Run 1, I/O nets highlighted:
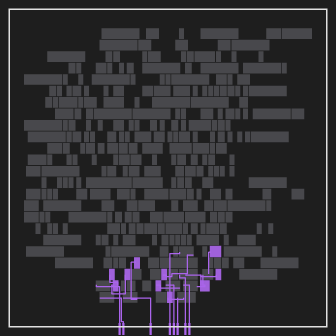
Run 1, cell classes on the final placement:
The bar under the picture is 20 um long. Fill, decap, tap and diode cells in gray.
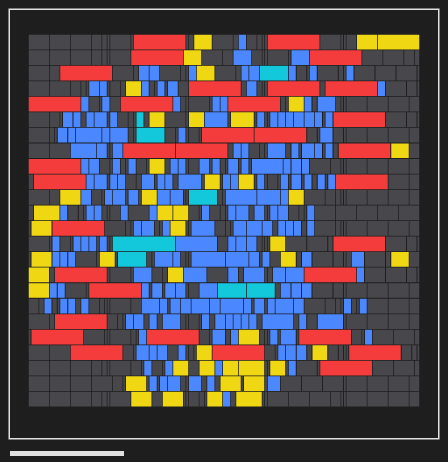
Run 1, cell area per tile:
The die is cut into 7 by 7 equal tiles; white is low, dark blue is high, 0 to 100% covered.
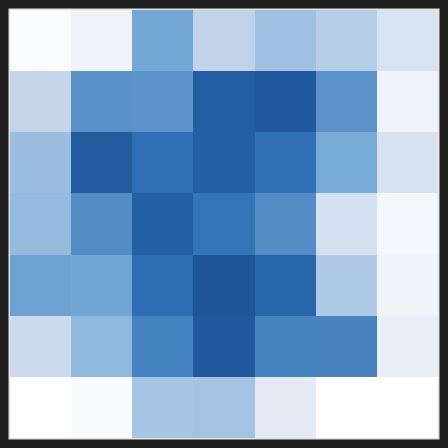
## src/rtl/seq_pkg.sv

```systemverilog
// seq_pkg: shared state encodings and default frame pattern for the serial generator/detector pair
package seq_pkg;
    localparam int SEQ_PAT_W = 8;
    localparam logic [SEQ_PAT_W-1:0] SEQ_PATTERN = 8'b10101011;
    typedef enum logic [1:0] {IDLE = 2'd0, PAT = 2'd1, GAP = 2'd2} state_e;
endpackage

```

## src/rtl/seq_gen_if.sv

```systemverilog
// seq_gen_if: control and serial-stream bundle of seq_gen
//   master (driver): start, abort, repeat_cnt[CNT_W], gap[GAP_W], pat_in[SEQ_PAT_W] (only with SEQ_GEN_PROG_PAT_EN)
//   slave  (seq_gen): d_out, valid, frame_end, busy, done
interface seq_gen_if import seq_pkg::*; #(parameter int CNT_W = 8, parameter int GAP_W = 4) ();
    logic             start;
    logic             abort;
    logic [CNT_W-1:0] repeat_cnt;
    logic [GAP_W-1:0] gap;
`ifdef SEQ_GEN_PROG_PAT_EN
    logic [SEQ_PAT_W-1:0] pat_in;
`endif
    logic d_out;
    logic valid;
    logic frame_end;
    logic busy;
    logic done;
    modport master(
`ifdef SEQ_GEN_PROG_PAT_EN
        output pat_in,
`endif
        output start, abort, repeat_cnt, gap,
        input  d_out, valid, frame_end, busy, done
    );
    modport slave(
`ifdef SEQ_GEN_PROG_PAT_EN
        input  pat_in,
`endif
        input  start, abort, repeat_cnt, gap,
        output d_out, valid, frame_end, busy, done
    );
endinterface

```

## src/rtl/seq_shift.sv

```systemverilog
// seq_shift: loadable PISO shift register, MSB first
//   clk, rst_n : clock, async active-low reset
//   load, din  : parallel load (has priority over shift)
//   shift      : shift one place toward the MSB
//   msb        : MSB of the value being captured this edge, lined up with the D_OUT flop input
module seq_shift #(parameter int W = 8) (
    input  logic         clk,
    input  logic         rst_n,
    input  logic         load,
    input  logic         shift,
    input  logic [W-1:0] din,
    output logic         msb
);
    logic [W-1:0] sr_q, sr_d;
    always_comb sr_d = load ? din : shift ? {sr_q[W-2:0], 1'b0} : sr_q;
    assign msb = sr_d[W-1];
    always_ff @(posedge clk or negedge rst_n) begin
        if (!rst_n) sr_q <= '0;
        else        sr_q <= sr_d;
    end
endmodule

```

## src/rtl/seq_gen.sv

```systemverilog
// seq_gen: serial frame generator, PAT_W-bit pattern MSB first with repeat count and zero-filled gaps
//   clk, rst_n : clock, async active-low reset
//   bus        : seq_gen_if.slave (start/abort/repeat_cnt/gap in; d_out/valid/frame_end/busy/done out)
//   SEQ_GEN_PROG_PAT_EN: pattern taken from bus.pat_in at accepted start instead of PATTERN
module seq_gen import seq_pkg::*; #(
    parameter int             PAT_W   = SEQ_PAT_W,
    parameter logic [PAT_W-1:0] PATTERN = SEQ_PATTERN,
    parameter int             CNT_W   = 8,
    parameter int             GAP_W   = 4
) (
    input logic       clk,
    input logic       rst_n,
    seq_gen_if.slave  bus
);
    localparam int IDX_W = $clog2(PAT_W);
    state_e           state_q, state_d;
    logic [IDX_W-1:0] idx_q, idx_d;
    logic [CNT_W-1:0] rem_q, rem_d;
    logic [GAP_W-1:0] gap_q, gap_d, gcnt_q, gcnt_d;
    logic             load, shift, msb;
    logic [PAT_W-1:0] pat_src;
    logic d_out_q, d_out_d, valid_q, valid_d, fe_q, fe_d, done_q, done_d;
`ifdef SEQ_GEN_PROG_PAT_EN
    logic [PAT_W-1:0] pat_q, pat_d;
    // In IDLE the first frame is loaded straight from the port; later reloads use the latched copy
    assign pat_d   = (state_q == IDLE && bus.start) ? bus.pat_in : pat_q;
    assign pat_src = (state_q == IDLE) ? bus.pat_in : pat_q;
    always_ff @(posedge clk or negedge rst_n) begin
        if (!rst_n) pat_q <= PATTERN;
        else        pat_q <= pat_d;
    end
`else
    assign pat_src = PATTERN;
`endif
    seq_shift #(.W(PAT_W)) u_shift (
        .clk   (clk),
        .rst_n (rst_n),
        .load  (load),
        .shift (shift),
        .din   (pat_src),
        .msb   (msb)
    );
    always_ff @(posedge clk or negedge rst_n) begin
        if (!rst_n) begin
            state_q <= IDLE;
            idx_q   <= '0;
            rem_q   <= '0;
            gap_q   <= '0;
            gcnt_q  <= '0;
            d_out_q <= 1'b0;
            valid_q <= 1'b0;
            fe_q    <= 1'b0;
            done_q  <= 1'b0;
        end else begin
            state_q <= state_d;
            idx_q   <= idx_d;
            rem_q   <= rem_d;
            gap_q   <= gap_d;
            gcnt_q  <= gcnt_d;
            d_out_q <= d_out_d;
            valid_q <= valid_d;
            fe_q    <= fe_d;
            done_q  <= done_d;
        end
    end
    // state_q/idx_q describe the bit currently on the outputs; *_d describe the next one
    always_comb begin
        state_d = state_q;
        idx_d   = idx_q;
        rem_d   = rem_q;
        gap_d   = gap_q;
        gcnt_d  = gcnt_q;
        load    = 1'b0;
        shift   = 1'b0;
        done_d  = 1'b0;
        case (state_q)
            IDLE: if (bus.start) begin
                rem_d = bus.repeat_cnt;
                gap_d = bus.gap;
                idx_d = IDX_W'(PAT_W - 1);
                if (bus.repeat_cnt != '0) begin
                    state_d = PAT;
                    load    = 1'b1;
                end else begin
                    done_d = 1'b1;
                end
            end
            PAT: if (bus.abort) begin
                state_d = IDLE;
            end else if (idx_q != '0) begin
                idx_d = idx_q - IDX_W'(1);
                shift = 1'b1;
            end else begin
                rem_d = rem_q - CNT_W'(1);
                if (rem_q == CNT_W'(1)) begin
                    state_d = IDLE;
                    done_d  = 1'b1;
                end else if (gap_q == '0) begin
                    idx_d = IDX_W'(PAT_W - 1);
                    load  = 1'b1;
                end else begin
                    state_d = GAP;
                    gcnt_d  = gap_q;
                end
            end
            GAP: if (bus.abort) begin
                state_d = IDLE;
            end else if (gcnt_q == GAP_W'(1)) begin
                state_d = PAT;
                idx_d   = IDX_W'(PAT_W - 1);
                load    = 1'b1;
            end else begin
                gcnt_d = gcnt_q - GAP_W'(1);
            end
            default: state_d = IDLE;
        endcase
    end
    always_comb begin
        valid_d = state_d != IDLE;
        d_out_d = (state_d == PAT) & msb;
        fe_d    = (state_d == PAT) && (idx_d == '0);
    end
    assign bus.d_out     = d_out_q;
    assign bus.valid     = valid_q;
    assign bus.busy      = valid_q;
    assign bus.frame_end = fe_q;
    assign bus.done      = done_q;
endmodule

```

## src/flat_wrapper.sv

```systemverilog
// flat-port wrapper written by rule: the top's interface ports become plain ports
module seq_gen_flat import seq_pkg::*;
#(
    parameter int             PAT_W   = SEQ_PAT_W,
    parameter logic [PAT_W-1:0] PATTERN = SEQ_PATTERN,
    parameter int             CNT_W   = 8,
    parameter int             GAP_W   = 4
)
  (clk, rst_n, bus_start, bus_abort, bus_repeat_cnt, bus_gap, bus_d_out, bus_valid, bus_frame_end, bus_busy, bus_done);
  seq_gen_if #(.CNT_W(CNT_W), .GAP_W(GAP_W)) bus_i ();
  input logic clk;
  input logic rst_n;
  input wire logic [$bits(bus_i.start)-1:0] bus_start;
  input wire logic [$bits(bus_i.abort)-1:0] bus_abort;
  input wire logic [$bits(bus_i.repeat_cnt)-1:0] bus_repeat_cnt;
  input wire logic [$bits(bus_i.gap)-1:0] bus_gap;
  output wire logic [$bits(bus_i.d_out)-1:0] bus_d_out;
  output wire logic [$bits(bus_i.valid)-1:0] bus_valid;
  output wire logic [$bits(bus_i.frame_end)-1:0] bus_frame_end;
  output wire logic [$bits(bus_i.busy)-1:0] bus_busy;
  output wire logic [$bits(bus_i.done)-1:0] bus_done;
  assign bus_i.start = bus_start;
  assign bus_i.abort = bus_abort;
  assign bus_i.repeat_cnt = bus_repeat_cnt;
  assign bus_i.gap = bus_gap;
  assign bus_d_out = bus_i.d_out;
  assign bus_valid = bus_i.valid;
  assign bus_frame_end = bus_i.frame_end;
  assign bus_busy = bus_i.busy;
  assign bus_done = bus_i.done;
  seq_gen #(.PAT_W(PAT_W), .PATTERN(PATTERN), .CNT_W(CNT_W), .GAP_W(GAP_W)) u_core (.clk(clk), .rst_n(rst_n), .bus(bus_i));
endmodule
```

## config.mk

```make
export PLATFORM = sky130hd
export DESIGN_NAME = seq_gen_flat
export DESIGN_NICKNAME = d
export VERILOG_FILES = /design/src/rtl/seq_pkg.sv /design/src/rtl/seq_gen_if.sv /design/src/rtl/seq_shift.sv /design/src/rtl/seq_gen.sv /design/src/flat_wrapper.sv
export SDC_FILE = /design/constraint.sdc
export NUM_CORES = 1
export LEC_CHECK = 0
export ABC_AREA = 1
export CAP_MARGIN = 20
export CORE_MARGIN = 3
export CORE_UTILIZATION = 40
export CTS_CLUSTER_SIZE = 30
export DETAILED_ROUTE_END_ITERATION = 10
export PLACE_DENSITY = 0.66
export SLEW_MARGIN = 10
export SYNTH_ARGS = -nofsm -noshare
export SYNTH_HDL_FRONTEND = slang
export SYNTH_SLANG_ARGS = --single-unit
```

## constraint.sdc

```tcl
create_clock -name clk -period 1.6 [get_ports clk]
set_input_delay 0.48 -clock clk [delete_from_list [all_inputs] [get_ports clk]]
set_output_delay 0.48 -clock clk [all_outputs]
set_load 0.01 [all_outputs]
```

==> impl_metrics.toml, run 1 <==
# flow metrics
[outcome]
status = "completed"

[detailed_routing]
vias_per_cell = 4.70
highest-signal-layer = "met4"
wl_met1_um = 2060
drt_first_pass_iters = 4
wl_met2_um = 1740
drt_wl_total_um = 3980
wire_per_inst_um = 11.4
met3_wirelength_um = 120
drt_drc_violations_left = 0
drtAntennaViolNets = 0
dr.first_iter.drc_count = 94
routed-via-count = 1636

[cts]
tritoncts_num_sinks = 33
ctsLongestPathBuffers = 2
worstSkewPairLatency_ps = 290
post-cts-setup-buffer-count = 0
ctsHoldBuffers = 0
cts-buffers-inserted = 5
tritoncts_clock_tree = "built"
cts_max_level = 2
clock-root-buffer = "sky130_fd_sc_hd__clkbuf_8"
path_clk_slew_ps = 70
post_cts.resized_instances = 8

[synth]
netlist_top_cells_area = "sky130_fd_sc_hd__dfrtp_1, sky130_fd_sc_hd__nand2_1, sky130_fd_sc_hd__inv_1"
syn-mean-instance-area_sq_um = 7.77
yosys_top_cell_by_instances = "sky130_fd_sc_hd__nand2_1"
yosys.area_share.xor_xnor = 0.0276
yosys.stat.seqShare = 0.434
synthesis.yosys.warnings = 0
synth.cells.most_frequent = "sky130_fd_sc_hd__nand2_1, sky130_fd_sc_hd__dfrtp_1, sky130_fd_sc_hd__inv_1, sky130_fd_sc_hd__o21ai_0, sky130_fd_sc_hd__nor2_1"
yosys-dominant-comb-family = "simple AND/OR/NAND/NOR gates"
synth.cell_area_sq_um = 1900
synthDistinctLibCells = 30
yosysTopAreaCellShare = 0.434
synth-cells-yosys = 245
synth.cellmix.compoundShare = 0.139
synth.net_count = 267
synth_instances = 245
yosysChipArea_sq_um = 1900
biggest_area_consumer_among_synthesized_cells = "sky130_fd_sc_hd__dfrtp_1"
synth_async_sr_flop_share = 1.00
synth_flops = 33
synth-simple-area-share = 0.268
muxShareOfSynthArea = 0
synth-edff-count = 0
synth-adder-area-share = 0.0394
synthFlopType = "sky130_fd_sc_hd__dfrtp_1"

[layout]
nNetsFinal = 317
layout.cells.most_common = "sky130_fd_sc_hd__nand2_1"
footprint_of_the_multi_input_gates_sq_um = 942
layout_cells_excl_fill = 348
fillCellCount = 409
ff_latch_area_sq_um = 826
post_route_cells_drive_above_1_share = 0.243
reg.largest.list = "u_core.rem_q x8, u_core.u_shift.sr_q x8"
n_antenna_cell = 0
synthToLayoutAreaGrowth_pct = 32.4
final_layout_top_logic_cells = "sky130_fd_sc_hd__nand2_1, sky130_fd_sc_hd__dfrtp_1, sky130_fd_sc_hd__inv_1, sky130_fd_sc_hd__buf_4, sky130_fd_sc_hd__o21ai_0"

[global_routing]
groute.usage.overall = 0.158
grt_overflow = 0
globalRouteMet1Util = 0.228
grt_antenna_before_repair = 0
grt_pass1_vias = 1494
gr-usage-met3 = 0.0401
globalRoute.busiestLayer = "met2"
grt_pass1_wl_um = 6670
groute.layer.met2.usage = 0.231
largest_net_degree_at_the_start_of_global_routing = 34

[hold_path]
hold_start = "u_core.u_shift.sr_q[5]"
hold-path-cell-count = 2
hold_class = "reg -> reg"
worstHoldEndpoint = "u_core.u_shift.sr_q[6]"

[worst_setup_path]
number_of_logic_stages_on_the_critical_path_including_buffering = 8
critical_path.startpoint = "bus_repeat_cnt[4]"
worst_path_dominant_cell_family = "buffers and inverters"
reg2reg_to = "u_core.rem_q[2]"
ff2ff_setup_slack_ps = 80
path_buffers = 3
cp_data_required_time_ps = 1770
worst_path_largest_cell_delay_ps = 410
r2r_start = "u_core.idx_q[0]"
setup.worst_path.end = "u_core.bus.busy"
critPathSlowestCell = "sky130_fd_sc_hd__clkdlybuf4s50_1"
critPathKind = "in -> reg"
start_kind = "input pin"
worstSetupEndpointType = "register"
r2r_cells = 9

[place]
dpl.cell_count = 337
post_place_instance_area_sq_um = 2330
placement.setup.worst_slack_ps = -368
dpl.hpwl_um = 2950
gpl.final_weighted_congestion = 0.827

[flow_run]
max-cap-violations = 0
stage_log_warnings = 30

[power_and_ir_drop]
totalPowerFinal_mw = 4.56
pg_clk_mw = 0.819
p_per_area_nw_per_um2 = 1810
p_int_mw = 2.66
clock_power_share = 0.180
power_frac_comb = 0.505
sw_frac_of_total = 0.417
pwr.group.combinational_mw = 2.30
peakVddDrop_uv = 796
power.sequential.fraction = 0.315
seq_power_mw = 1.43
p_sw_mw = 1.90
leakagePower_nw = 1.31
top_power_group = "combinational cells"

[sta]
grt_setup_unrepaired = "yes"
post-route-period-util = 0.966
final_hold_viol_count = 0
finalClockSkew_ps = 13.2
finalHoldWorstSlack_ps = 479
finalWorstSetupSlack_ps = 53.6
max_slew_vio_count = 0
tightest_slew_ps = 252
setup-tns-final_ps = 0
finalCriticalPeriod_ps = 1550
max_freq_mhz = 647
timing.max_slew.rel_slack = 0.831
final-setup-viol-count = 0

[die]
die_width_um = 75.0
die-height_um = 75.0
design.die.area_sq_um = 5620
-- 'I/O nets highlighted' (at the start) --
[bus_repeat_cnt] purple | direction: input | edge: bottom | end cells: 10 | buffers: 9 | wire: 170 um
buffers added on ports: 20
number of I/O pins: 21

-- 'cell classes on the final placement' (at the start) --
[other buffers and delay cells] yellow | cells: 45 | share of their area: 17%
[all other logic] blue | cells: 210 | share of their area: 45%
[flip-flops] red | cells: 33 | share of their area: 34%
[clock drivers and dummy loads] cyan | cells: 8 | share of their area: 4.7%
Cell Rows: 24
register share of the cell area: 0.328
post-layout instance area: 2520 sq um

-- 'cell area per tile' (at the start) --
nearly empty tiles: 8.2%
tiles over 75% full: 18%
fullest tile: 85%
densest ninth of the die: center
fraction of the core area occupied by cells at floorplan: 0.425
total core area: 4470 sq um
final core utilization: 0.563

[run 1: cell families after synthesis]
family / Yosys count
fa+ha+maj: 6
compound gates: 45
xor+xnor: 6
flops: 33
buf+inv: 43
simple gates: 112
[run 1: worst reg2reg max path, delay by kind of cell, from the launching register on]
family / cells / cell delay [ps]
adders and majority gates: 1 / 190
DFF: 1 / 380
buffers and inverters: 3 / 340
AOI/OAI and AO/OA: 1 / 40
and+or+nand+nor: 4 / 470
[run 1: cell type report]
type                            count  area share
Sequential cell                    33       0.328
Clock inverter                      1      0.0119
Clock buffer                        7      0.0343
Inverter                           40      0.0636
Multi-Input combinational cell    169       0.374
Tap cell                           52      0.0258
Timing Repair Buffer               45       0.161
Timing Repair inverter              1     0.00199
## Run 2: what changed since run 1
--- a/config.mk
+++ b/config.mk
@@ -6,11 +6,12 @@
 export NUM_CORES = 1
 export LEC_CHECK = 0
 export ABC_AREA = 1
-export CAP_MARGIN = 20
+export CAP_MARGIN = 25
 export CORE_MARGIN = 3
 export CORE_UTILIZATION = 40
 export CTS_CLUSTER_SIZE = 30
 export DETAILED_ROUTE_END_ITERATION = 10
+export HOLD_SLACK_MARGIN = 0.02
 export PLACE_DENSITY = 0.66
 export SLEW_MARGIN = 10
 export SYNTH_ARGS = -nofsm -noshare
Run 2, the metal 1 layer:
Supply wires on this layer in gray.
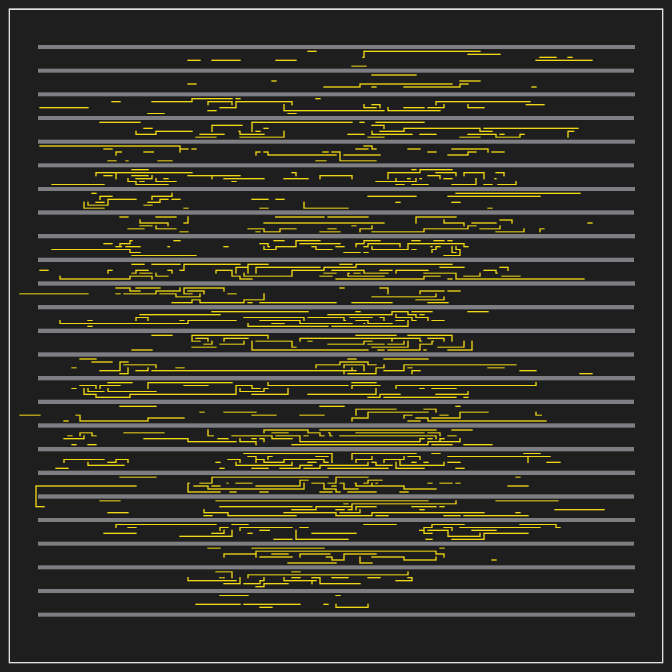
wire length on this layer: 2060 um
main direction: horizontal
longest straight run: 24.4 um
grt met1 use: 0.228
overall via count from detail_route: 1636
overall routed net length: 3980 um

==> impl_metrics.toml, run 2 <==
# flow metrics
[outcome]
status = "completed"

[synth]
synth-edff-count = 0
synth-cells-yosys = 245
synth_flops = 33
netlist_top_cells_area = "sky130_fd_sc_hd__dfrtp_1, sky130_fd_sc_hd__nand2_1, sky130_fd_sc_hd__inv_1"
synth_instances = 245
muxShareOfSynthArea = 0
yosysTopAreaCellShare = 0.434
synth-simple-area-share = 0.268
synthFlopType = "sky130_fd_sc_hd__dfrtp_1"
synthDistinctLibCells = 30
yosysChipArea_sq_um = 1900
yosys_top_cell_by_instances = "sky130_fd_sc_hd__nand2_1"
yosys.area_share.xor_xnor = 0.0276
yosys-dominant-comb-family = "simple AND/OR/NAND/NOR gates"
synth-adder-area-share = 0.0394
synth.cells.most_frequent = "sky130_fd_sc_hd__nand2_1, sky130_fd_sc_hd__dfrtp_1, sky130_fd_sc_hd__inv_1, sky130_fd_sc_hd__o21ai_0, sky130_fd_sc_hd__nor2_1"
synthesis.yosys.warnings = 0
syn-mean-instance-area_sq_um = 7.77
synth_async_sr_flop_share = 1.00
synth.cell_area_sq_um = 1900
synth.cellmix.compoundShare = 0.139
biggest_area_consumer_among_synthesized_cells = "sky130_fd_sc_hd__dfrtp_1"
yosys.stat.seqShare = 0.434
synth.net_count = 267

[flow_run]
max-cap-violations = 0
stage_log_warnings = 30

[layout]
footprint_of_the_multi_input_gates_sq_um = 942
clockBufferCount = 7
layout.cells.most_common = "sky130_fd_sc_hd__nand2_1"
final_layout_top_logic_cells = "sky130_fd_sc_hd__nand2_1, sky130_fd_sc_hd__dfrtp_1, sky130_fd_sc_hd__inv_1, sky130_fd_sc_hd__buf_4, sky130_fd_sc_hd__o21ai_0"
sh_seq_area = 0.328
n_antenna_cell = 0
area.share.combinational = 0.374
final.signal_buffer_count = 45
post_route_cells_drive_above_1_share = 0.243
layout_cells_excl_fill = 348
fillCellCount = 409
inverters_excl_clock = 41
flops = 33
final-clk-cell-share = 0.0462
finish.instance_area_sq_um = 2520
nNetsFinal = 317
ff_latch_area_sq_um = 826
reg.largest.list = "u_core.rem_q x8, u_core.u_shift.sr_q x8"
biggestCellCategory = "logic gates"
fin_util = 0.563
comb_cells = 169
layout_buffering_overhead_excluding_clock_cells = 0.161
synthToLayoutAreaGrowth_pct = 32.4

[die]
io_pins = 21
number_of_tap_cells_inserted = 52
design.die.area_sq_um = 5620
floorplan.initialDensity = 0.425
core_area_sq_um = 4470
std_cell_rows = 24
die_width_um = 75.0
die-height_um = 75.0

[cts]
path_clk_slew_ps = 70
tritoncts_clock_tree = "built"
tritoncts_num_sinks = 33
post_cts.resized_instances = 8
ctsLongestPathBuffers = 2
post-cts-setup-buffer-count = 0
worstSkewPairLatency_ps = 290
ctsHoldBuffers = 0
clock-root-buffer = "sky130_fd_sc_hd__clkbuf_8"
cts_max_level = 2
cts-buffers-inserted = 5

[worst_setup_path]
path_buffers = 3
ff2ff_setup_slack_ps = 80
critical_path.startpoint = "bus_repeat_cnt[4]"
reg2reg_to = "u_core.rem_q[2]"
worst_path_largest_cell_delay_ps = 410
critPathKind = "in -> reg"
crit_chain = "clkdlybuf4s50_1, inv_1, nand4_1, nor2_2, o21ai_2, a21oi_4, buf_4, nand3_1"
start_kind = "input pin"
critPathSlowestCell = "sky130_fd_sc_hd__clkdlybuf4s50_1"
number_of_logic_stages_on_the_critical_path_including_buffering = 8
setup.worst_path.end = "u_core.bus.busy"
worstSetupEndpointType = "register"
cp_data_required_time_ps = 1770
r2r_start = "u_core.idx_q[0]"
worst_path_dominant_cell_family = "buffers and inverters"
r2r_cells = 9

[sta]
timing.max_slew.rel_slack = 0.831
final_hold_viol_count = 0
finalCriticalPeriod_ps = 1550
setup-tns-final_ps = 0
max_slew_vio_count = 0
finalWorstSetupSlack_ps = 53.6
post-route-period-util = 0.966
finalHoldWorstSlack_ps = 479
tightest_slew_ps = 252
finalClockSkew_ps = 13.2
grt_setup_unrepaired = "yes"
max_freq_mhz = 647
final-setup-viol-count = 0

[global_routing]
largest_net_degree_at_the_start_of_global_routing = 34
gr-usage-met3 = 0.0401
grt_pass1_vias = 1494
grt_pass1_wl_um = 6670
groute.layer.met2.usage = 0.231
groute.usage.overall = 0.158
globalRoute.busiestLayer = "met2"
grt_antenna_before_repair = 0
grt_overflow = 0

[power_and_ir_drop]
leakagePower_nw = 1.31
pg_clk_mw = 0.819
p_per_area_nw_per_um2 = 1810
top_power_group = "combinational cells"
p_int_mw = 2.66
p_sw_mw = 1.90
power.sequential.fraction = 0.315
seq_power_mw = 1.43
power_frac_comb = 0.505
clock_power_share = 0.180
totalPowerFinal_mw = 4.56
peakVddDrop_uv = 796
pwr.group.combinational_mw = 2.30
sw_frac_of_total = 0.417

[detailed_routing]
drt_first_pass_iters = 4
wl_met2_um = 1740
drt_drc_violations_left = 0
highest-signal-layer = "met4"
dr.first_iter.drc_count = 94
wl_met1_um = 2060
vias_per_cell = 4.70
drtAntennaViolNets = 0
met3_wirelength_um = 120
wire_per_inst_um = 11.4

[place]
dpl.cell_count = 337
dpl.hpwl_um = 2950
place.port_buffers = 20
gpl.final_weighted_congestion = 0.827
post_place_instance_area_sq_um = 2330
placement.setup.worst_slack_ps = -368

[hold_path]
hold_class = "reg -> reg"
[run 2: cell counts in the layout (fill, tap and decap cells not counted)]
No cell type changed its count.
[run 2: worst min path at each step]
stage,start,end,cells after the start
4_1_cts,u_core.u_shift.sr_q[1],u_core.u_shift.sr_q[2],2
6_report,u_core.u_shift.sr_q[5],u_core.u_shift.sr_q[6],2
5_1_grt,u_core.u_shift.sr_q[3],u_core.u_shift.sr_q[4],2
3_3_place_gp,u_core.u_shift.sr_q[5],u_core.u_shift.sr_q[6],2
2_1_floorplan,rst_n,u_core.bus.busy,0
3_5_place_dp,u_core.u_shift.sr_q[1],u_core.u_shift.sr_q[2],2
